wires.png
The bar under the picture is 50 um long. Two of the layers only.
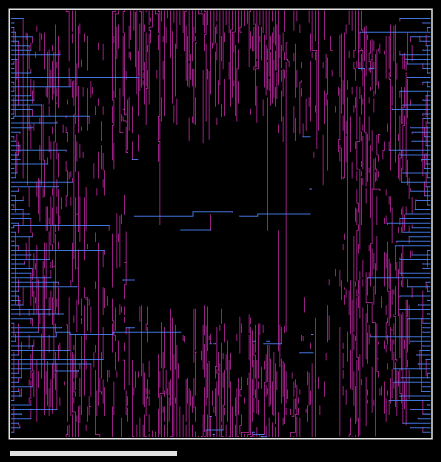
clk_routes.png
The bar under the picture is 50 um long.
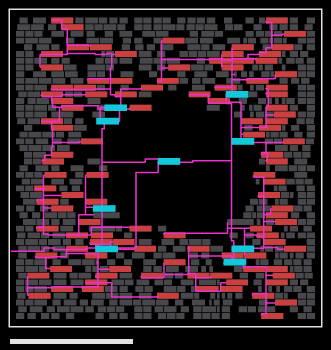
clocks.png
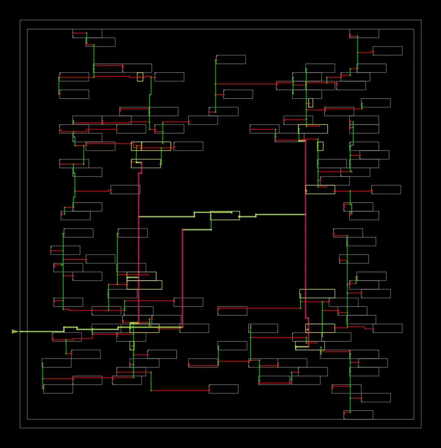
<file path="src/rtl/alu_arbiter.sv">
// Round-robin arbiter and sequencer for the shared execute-stage ALU.
// It serves two requesters, one operation in flight at a time, with registered operands and response.
module alu_arbiter #(
  parameter int DATA_W = 32,
  parameter int CTRL_W = 4
) (
  input  logic              clk,
  input  logic              rst_n,
  input  logic              req0_valid,
  output logic              req0_ready,
  input  logic [DATA_W-1:0] req0_a,
  input  logic [DATA_W-1:0] req0_b,
  input  logic [CTRL_W-1:0] req0_ctrl,
  input  logic              req1_valid,
  output logic              req1_ready,
  input  logic [DATA_W-1:0] req1_a,
  input  logic [DATA_W-1:0] req1_b,
  input  logic [CTRL_W-1:0] req1_ctrl,
  output logic              rsp0_valid,
  input  logic              rsp0_ready,
  output logic [DATA_W-1:0] rsp0_result,
  output logic              rsp0_cout,
  output logic              rsp0_zero,
  output logic              rsp0_err,
  output logic              rsp1_valid,
  input  logic              rsp1_ready,
  output logic [DATA_W-1:0] rsp1_result,
  output logic              rsp1_cout,
  output logic              rsp1_zero,
  output logic              rsp1_err,
  output logic [DATA_W-1:0] alu_op1,
  output logic [DATA_W-1:0] alu_op2,
  output logic [CTRL_W-1:0] alu_ctrl,
  input  logic [DATA_W-1:0] alu_result,
  input  logic              alu_cout,
  input  logic              alu_zero
);

  localparam logic [CTRL_W-1:0] OP_AND = CTRL_W'(4'b0000);
  localparam logic [CTRL_W-1:0] OP_OR  = CTRL_W'(4'b0001);
  localparam logic [CTRL_W-1:0] OP_ADD = CTRL_W'(4'b0010);
  localparam logic [CTRL_W-1:0] OP_SUB = CTRL_W'(4'b0110);
  localparam logic [CTRL_W-1:0] OP_SLT = CTRL_W'(4'b0111);
  localparam logic [CTRL_W-1:0] OP_NOR = CTRL_W'(4'b1100);

  typedef enum logic [1:0] {IDLE, EXEC, RESP} state_t;

  state_t            state_q, state_d;
  logic              last_grant_q;
  logic              owner_q;
  logic              grant;
  logic              accept;
  logic              legal;
  logic [DATA_W-1:0] op_a_q, op_b_q;
  logic [CTRL_W-1:0] ctrl_q;
  logic [DATA_W-1:0] result_q;
  logic              cout_q, zero_q, err_q;

  // On a tie the requester that was not served last wins.
  always_comb begin
    grant = 1'b0;
    if (req0_valid && req1_valid) grant = ~last_grant_q;
    else if (req1_valid)          grant = 1'b1;
  end

  assign req0_ready = (state_q == IDLE) && req0_valid && !grant;
  assign req1_ready = (state_q == IDLE) && req1_valid &&  grant;
  assign accept     = req0_ready || req1_ready;

  always_comb begin
    legal = 1'b0;
    case (ctrl_q)
      OP_AND, OP_OR, OP_ADD, OP_SUB, OP_SLT, OP_NOR: legal = 1'b1;
      default: legal = 1'b0;
    endcase
  end

  always_ff @(posedge clk or negedge rst_n) begin
    if (!rst_n) state_q <= IDLE;
    else        state_q <= state_d;
  end

  always_comb begin
    state_d    = state_q;
    rsp0_valid = 1'b0;
    rsp1_valid = 1'b0;
    case (state_q)
      IDLE: if (accept) state_d = EXEC;
      EXEC: state_d = RESP;
      RESP: begin
        rsp0_valid = !owner_q;
        rsp1_valid =  owner_q;
        if (owner_q ? rsp1_ready : rsp0_ready) state_d = IDLE;
      end
      default: state_d = IDLE;
    endcase
  end

  // Operands are latched on accept; the ALU outputs are sampled once, in EXEC.
  always_ff @(posedge clk or negedge rst_n) begin
    if (!rst_n) begin
      last_grant_q <= 1'b1;
      owner_q      <= 1'b0;
      op_a_q       <= '0;
      op_b_q       <= '0;
      ctrl_q       <= '0;
      result_q     <= '0;
      cout_q       <= 1'b0;
      zero_q       <= 1'b0;
      err_q        <= 1'b0;
    end else begin
      if (accept) begin
        owner_q      <= grant;
        last_grant_q <= grant;
        op_a_q       <= grant ? req1_a    : req0_a;
        op_b_q       <= grant ? req1_b    : req0_b;
        ctrl_q       <= grant ? req1_ctrl : req0_ctrl;
      end
      if (state_q == EXEC) begin
        result_q <= legal ? alu_result : '0;
        cout_q   <= legal && alu_cout;
        zero_q   <= legal && alu_zero;
        err_q    <= !legal;
      end
    end
  end

  assign alu_op1     = op_a_q;
  assign alu_op2     = op_b_q;
  assign alu_ctrl    = ctrl_q;
  assign rsp0_result = result_q;
  assign rsp0_cout   = cout_q;
  assign rsp0_zero   = zero_q;
  assign rsp0_err    = err_q;
  assign rsp1_result = result_q;
  assign rsp1_cout   = cout_q;
  assign rsp1_zero   = zero_q;
  assign rsp1_err    = err_q;

endmodule

</file>
<file path="config.mk">
export PLATFORM = sky130hd
export DESIGN_NAME = alu_arbiter
export DESIGN_NICKNAME = d
export VERILOG_FILES = /design/src/rtl/alu_arbiter.sv
export SDC_FILE = /design/constraint.sdc
export NUM_CORES = 1
export LEC_CHECK = 0
export ABC_AREA = 0
export CORE_AREA = 2 2 124 126
export CTS_BUF_LIST = sky130_fd_sc_hd__clkbuf_8 sky130_fd_sc_hd__clkbuf_16
export DETAILED_ROUTE_END_ITERATION = 10
export DIE_AREA = 0 0 126 128
export PLACE_DENSITY = 0.85
export REMOVE_ABC_BUFFERS = 1
export SLEW_MARGIN = 0
export SYNTH_ARGS = -nofsm -noshare
export SYNTH_HDL_FRONTEND = slang
export SYNTH_SLANG_ARGS = --single-unit
</file>
<file path="constraint.sdc">
create_clock -name clk -period 3.7 [get_ports clk]
set_input_delay 0.74 -clock clk [delete_from_list [all_inputs] [get_ports clk]]
set_output_delay 0.74 -clock clk [all_outputs]
set_load 0.02 [all_outputs]
</file>
==> out/qor.txt <==
Status -> finished, final reports clean
Met1 usage -> 0.229
Setup ws final -> 0.480 ns
Via density -> 4.85
Yosys xor share -> 0
Post-CTS Hold Fix Bufs -> 0
Seq power -> 0.00219 W
Vias -> 4193
Dominant logic cell type in the layout -> clkdlybuf4s50_1
Non-filler cells, final -> 864
Final number of setup-violating endpoints -> 0
Die X -> 126 um
Setup Buffers After CTS -> 0
Fin crit share -> 0.870
Mean Syn Cell Area -> 14.9 um^2
GPL Wtd Cong -> 0.786
IO Pins -> 318
Synth Cell Area -> 5850 um^2
WL final -> 15.9 mm
Seq/total area -> 0.291
Reg area -> 2680 um^2
Global route overflow -> 0
Fraction of registers with async set/reset -> 1.00
Met3 usage -> 0.0584
Combinational share of power -> 0.594
Synth Flop Type -> dfrtp_1
Chip area -> 16100 um^2
Critical Path Start Type -> primary input
Total chip power -> 0.00791 W
Non-clock buffers, area share -> 0.355
Detailed placement HPWL -> 12.1 mm
FMAX -> 0.311 GHz
Logic share of the area -> 0.294
Worst Setup EP -> req1_ready
CTS tree -> built
Drt pass-1 iters -> 4
Met1 wire length -> 6.28 mm
CTS H-tree depth -> 3
Met3 wire length -> 1.26 mm
R2R cell count -> 4
Yosys top cell by instances -> mux2_4
Gr busiest metal -> met2
Maximum capacitance violations -> 0
Combinational gate area -> 2710 um^2
Area Growth Syn to Fin -> 57.2%
Clk tree area frac -> 0.0339
Flop pwr share -> 0.277
Largest net degree at the start of global routing -> 91
Max-area cell share -> 0.453
Placement Setup Slack -> 0.504 ns
Ao+oa area frac -> 0.0398
P_comb -> 0.00470 W
Crit path kind -> in -> out
Switching Fraction -> 0.377
Most instantiated cells after synthesis -> mux2_4 (136), dfrtp_1 (106), buf_4 (40), a21oi_1 (35), mux2i_1 (34)
Crit-path max cell delay -> 0.67 ns
Pwr dens -> 859 nW/um^2
Synth flops -> 107
Slew Viols, Final -> 0
Leakage -> 4.24 nW
Max-slew headroom -> 0.243
CP max-delay cell -> clkdlybuf4s50_1
Hold path cells -> 1
Internal power -> 0.00492 W
Routed length on met2 -> 8.10 mm
Number of enable flip-flop cells -> 0
Cells after Synth -> 394
Beginning of the critical path -> req1_valid
WP depth -> 4
Yosys cell types -> 28
Dpl cells -> 847
Worst Hold End -> alu_op1[28]
Cell area leaders -> dfrtp_1 (45%), mux2_4 (35%), mux2i_1 (5.8%)
Crit path DRT -> 2.96 ns
Biggest Area Class -> non-clock buffers
CP top delay family -> buffers and inverters
# port buffers -> 317
Worst r2r src -> state_q[1]
Synth mux share -> 0.409
Yosys cell count -> 394
Fin util -> 0.619
Vias in the first global route -> 4576
Post-cts sizing count -> 0
# Taps -> 188
Nets@finish -> 846
Reg2reg end -> alu_op2[24]
Clock slew at reported path FFs -> 0.07 ns
Seq/Total Area, Yosys -> 0.458
Ant diodes -> 1
Synth area leader -> dfrtp_1
Finished Cell Area -> 9200 um^2
Top Consumer -> combinational logic
Number of ordinary inverters in the final layout -> 1
Final hold vios -> 0
## Picture notes: wires.png
| color | layer | wire length |
|---|---|---|
| blue | metal 3 | 1260 um |
| magenta | metal 2 | 8100 um |
WL per Instance: 18.4 um
Tot GR Track Use: 0.195

## Picture notes: clk_routes.png
[red] flip-flops | count: 107
[magenta] clock wires | length: 1330 um
[cyan] clock drivers | count: 9
routed clock nets: 10
flops lie: spread over the die
clk_lat worst skew: 0.34 ns
clock power share: 0.128
Worst Clk Skew: 0.0103 ns
Clk power: 0.00101 W

## Picture notes: clocks.png
Flops: 107
clock buffer count: 9
cts bufs inserted: 9
CTS sink cnt: 107

Power is estimated from default activity; no workload was simulated.
